[config.mk]
export PLATFORM = sky130hd
export DESIGN_NAME = systolic_skew_buf
export DESIGN_NICKNAME = d
export VERILOG_FILES = /design/src/rtl/systolic_skew_buf.sv
export SDC_FILE = /design/constraint.sdc
export NUM_CORES = 1
export LEC_CHECK = 0
export CORE_MARGIN = 8
export CORE_UTILIZATION = 58
export DETAILED_ROUTE_END_ITERATION = 10
export HOLD_SLACK_MARGIN = 0.12
export PLACE_DENSITY = 0.84
export SYNTH_ARGS = -nofsm -noshare
export SYNTH_HDL_FRONTEND = slang
export SYNTH_SLANG_ARGS = --single-unit
[constraint.sdc]
create_clock -name Clk -period 3.2 [get_ports Clk]
set_input_delay 0.32 -clock Clk [delete_from_list [all_inputs] [get_ports Clk]]
set_output_delay 0.32 -clock Clk [all_outputs]
set_load 0.1 [all_outputs]
[src/rtl/systolic_skew_buf.sv]
// Input skew/deskew buffer for the systolic array: per-lane delay lines with valid
// sideband, zero bubbles on idle cycles, and a drain counter with completion pulse.
module systolic_skew_buf #(
  parameter int N   = 8,
  parameter int R   = 8,
  parameter int C   = 8,
  parameter int DIR = 0
) (
  input  logic           Clk,
  input  logic           Rst_n,
  input  logic           Clr,
  input  logic           In_Dv,
  input  logic [R*N-1:0] A_in,
  input  logic [C*N-1:0] B_in,
  output logic [R*N-1:0] A_out,
  output logic [C*N-1:0] B_out,
  output logic [R-1:0]   A_vld,
  output logic [C-1:0]   B_vld,
  output logic           Busy,
  output logic           Drain_done
);

  localparam int L  = (R > C) ? R : C;
  localparam int CW = $clog2(L + 1);

  // Row lanes: lane k is a D-deep shift register of data and valid.
  for (genvar k = 0; k < R; k++) begin : g_a
    localparam int D = (DIR == 0) ? k + 1 : R - k;
    logic [D*N-1:0] dat_q, dat_d;
    logic [D-1:0]   vld_q, vld_d;
    logic [N-1:0]   lane_in;

    assign lane_in = (In_Dv && !Clr) ? A_in[k*N +: N] : '0;

    if (D == 1) begin : g_one
      always_comb begin
        dat_d = Clr ? '0 : lane_in;
        vld_d = In_Dv & ~Clr;
      end
    end else begin : g_many
      always_comb begin
        dat_d = Clr ? '0 : {dat_q[(D-1)*N-1:0], lane_in};
        vld_d = Clr ? '0 : {vld_q[D-2:0], In_Dv};
      end
    end

    always_ff @(posedge Clk or negedge Rst_n) begin
      if (!Rst_n) begin
        dat_q <= '0;
        vld_q <= '0;
      end else begin
        dat_q <= dat_d;
        vld_q <= vld_d;
      end
    end

    assign A_out[k*N +: N] = dat_q[(D-1)*N +: N];
    assign A_vld[k]        = vld_q[D-1];
  end

  // Column lanes mirror the row lanes with C in place of R.
  for (genvar k = 0; k < C; k++) begin : g_b
    localparam int D = (DIR == 0) ? k + 1 : C - k;
    logic [D*N-1:0] dat_q, dat_d;
    logic [D-1:0]   vld_q, vld_d;
    logic [N-1:0]   lane_in;

    assign lane_in = (In_Dv && !Clr) ? B_in[k*N +: N] : '0;

    if (D == 1) begin : g_one
      always_comb begin
        dat_d = Clr ? '0 : lane_in;
        vld_d = In_Dv & ~Clr;
      end
    end else begin : g_many
      always_comb begin
        dat_d = Clr ? '0 : {dat_q[(D-1)*N-1:0], lane_in};
        vld_d = Clr ? '0 : {vld_q[D-2:0], In_Dv};
      end
    end

    always_ff @(posedge Clk or negedge Rst_n) begin
      if (!Rst_n) begin
        dat_q <= '0;
        vld_q <= '0;
      end else begin
        dat_q <= dat_d;
        vld_q <= vld_d;
      end
    end

    assign B_out[k*N +: N] = dat_q[(D-1)*N +: N];
    assign B_vld[k]        = vld_q[D-1];
  end

  logic [CW-1:0] cnt_q, cnt_d;
  logic          done_q, done_d;

  // The counter spans the deepest lane, so it is nonzero exactly while a sample is in flight.
  always_comb begin
    cnt_d  = cnt_q;
    done_d = 1'b0;
    if (Clr) begin
      cnt_d = '0;
    end else if (In_Dv) begin
      cnt_d = CW'(L);
    end else if (cnt_q != '0) begin
      cnt_d  = cnt_q - CW'(1);
      done_d = (cnt_q == CW'(1));
    end
  end

  always_ff @(posedge Clk or negedge Rst_n) begin
    if (!Rst_n) begin
      cnt_q  <= '0;
      done_q <= 1'b0;
    end else begin
      cnt_q  <= cnt_d;
      done_q <= done_d;
    end
  end

  assign Busy       = (cnt_q != '0);
  assign Drain_done = done_q;

endmodule

==> flow_summary_export.csv <==
group,metric,value,unit
synth,aoi_share,0.00102,
synth,async_reset_ff_frac,1.00,
timing,report.final.setup_viol,0,
floorplan,coreArea,0.0335,mm²
synth,synthAdderAreaFrac,0.00190,
route,drcViolationCount,0,
setup_path,crit_cells,1,
status,status,"finished clean",
floorplan,fp_util,0.588,
synth,muxShareOfSynthArea,0.000508,
setup_path,required,2.88,ns
global_routing,use_met2,0.294,
power,ir_drop,0.000447,V
timing,clock_skew,0.0189,ns
timing,fin_crit,2.51,ns
floorplan,num_rows,67,
global_routing,grt-ovfl-total,0,
synth,syn_inst,1380,
finish,drive_gt1_frac,0.0761,
finish,final_common_cell,"dfrtp_1",
setup_path,max_stage_delay,1.19,ns
clocking,cts_root_buffer,"clkbuf_16",
setup_path,critPathMaxFanout,3,
global_routing,use_met3,0.0497,
setup_path,cp.arrival,2.19,ns
clocking,clockBufferDepth,3,
finish,final_cell_mix,"dfrtp_1, nor2b_1, clkdlybuf4s50_1, and2_1, clkbuf_16",
timing,grt_setup_unrepaired,"no",
clocking,postCtsHoldBufs,1,
setup_path,cp-start-kind,"register",
floorplan,die_h,200,µm
power,swShare,0.215,
setup_path,path_buffers,1,
synth,syn_avg_cell_area,14.3,µm²
placed_design,gp_congestion,0.764,
timing,worstMarginPinSlew,1.03,ns
synth,top_cells_by_area,"dfrtp_1, nor2b_1, buf_4",
synth,syn_area,0.0197,mm²
setup_path,cp_slowest_cell,"clkdlybuf4s50_1",
timing,drv_slew,0,
power,p_int,11700,µW
global_routing,antenna_found_initial,5,
synth,ys_sh_simple,0.188,
hold_path,hp-start,"Clr",
synth,ys_chip_area,0.0197,mm²
power,powerClk,6440,µW
global_routing,top_usage_layer,"met2",
global_routing,grt_pass1_wl,54800,µm
route,top_layer_used,"met5",
synth,ff_type,"dfrtp_1",
clocking,h-tree-depth,2,
power,p_switching,3210,µW
finish,top_regs,"g_a.dat_q: 288 flops, g_b.dat_q: 288 flops, g_b.vld_q: 6 flops",
hold_path,hp-class,"input pin to register",
synth,synth-edff-count,0,
placed_design,post-place-ws,1.28,ns
placed_design,placedCellCount,1937,
power,power_frac_comb,0.058,
setup_path,startpoint,"g_b[6].vld_q[5]",
route,wl_met1,13100,µm
power,cellPowerDensity,622,mW/mm²
timing,hold_violations,0,
clocking,cts_setup_buffers,0,
route,wl_per_cell,16.6,µm
global_routing,track_usage,0.172,
setup_path,path_class,"register to output pin",
setup_path,crit_chain,"clkdlybuf4s50_1",
route,wl_met3,2060,µm
synth,ys_warn_count,0,
setup_path,r2r_setup_slack,1.55,ns
power,p_clk_frac,0.431,
hold_path,holdPathStages,2,
power,p_seq_frac,0.511,
finish,final-instance-count-excl-fill,2041,
placed_design,dp_hpwl,20600,µm
synth,yosysTopAreaCellShare,0.748,
timing,fmax,0.399,GHz
hold_path,hold_end,"g_b[5].dat_q[40]",
## stage by stage
| stage | area (µm²) | utilization | total power [µW] |
|---|---|---|---|
| 6_report | 24000 | 0.715 | 14900 |
| 3_3_place_gp | 22100 | 0.660 | 8610 |
| 3_5_place_dp | 22100 | 0.660 | 8630 |
| 5_1_grt | 24000 | 0.715 | 15500 |
| 2_1_floorplan | 19700 | - | 8210 |
| 4_1_cts | 24000 | 0.715 | 15100 |
## area by class of cell
| cell class | instances | area [µm²] |
|---|---|---|
| tap | 448 | 561 |
| sequential | 589 | 14700 |
| multi-input combinational | 601 | 3790 |
| clock inverter | 22 | 224 |
| inverter | 3 | 11.3 |
| fill | 2095 | 9550 |
| clock buffer | 78 | 1610 |
| timing repair buffer | 297 | 3040 |
| antenna | 3 | 7.51 |
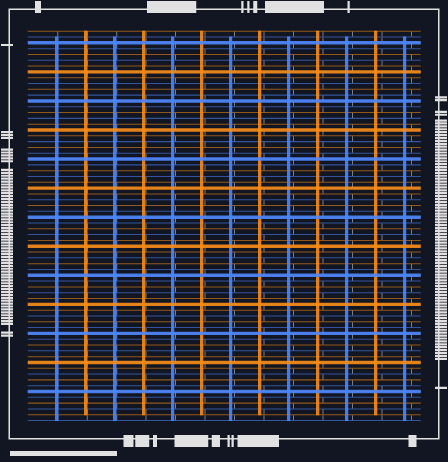
**Above:** PDN straps and rails.
Bar = 50 µm. Pins as bars on the die edge. Tap cells in gray.
- blue: VSS
- orange: VDD
- signal pins: 278
- met1 rails: 68

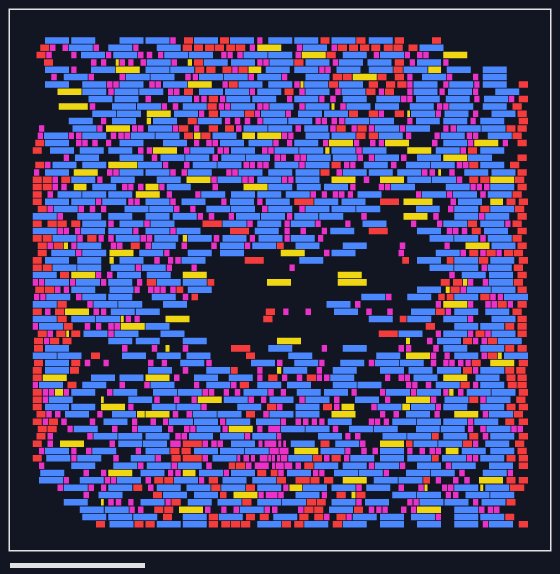
**Above:** placed cells, one color a class.
Bar = 50 µm.
- magenta: remaining logic cells (cells 604; share of their area 16%)
- red: remaining buffers and delay cells (cells 297; share of their area 13%)
- blue: registers (cells 589; share of their area 63%)
- yellow: clock drivers and dummy loads (cells 100; share of their area 7.8%)

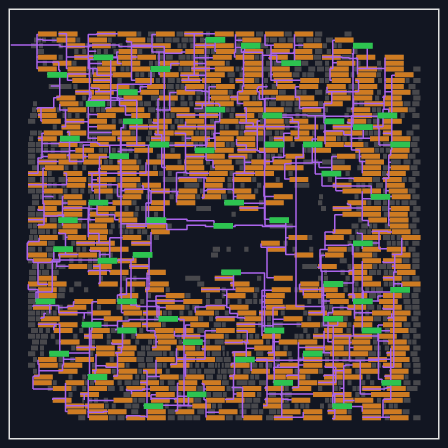
**Above:** clock wires, drivers and flops.
- orange: flip-flops (count 589)
- green: clock-net drivers (count 56)
- purple: clock wires (length 6,030 µm)
- flops lie: spread over the die

Power figures rest on the tool's default switching activity, not on a simulated workload.
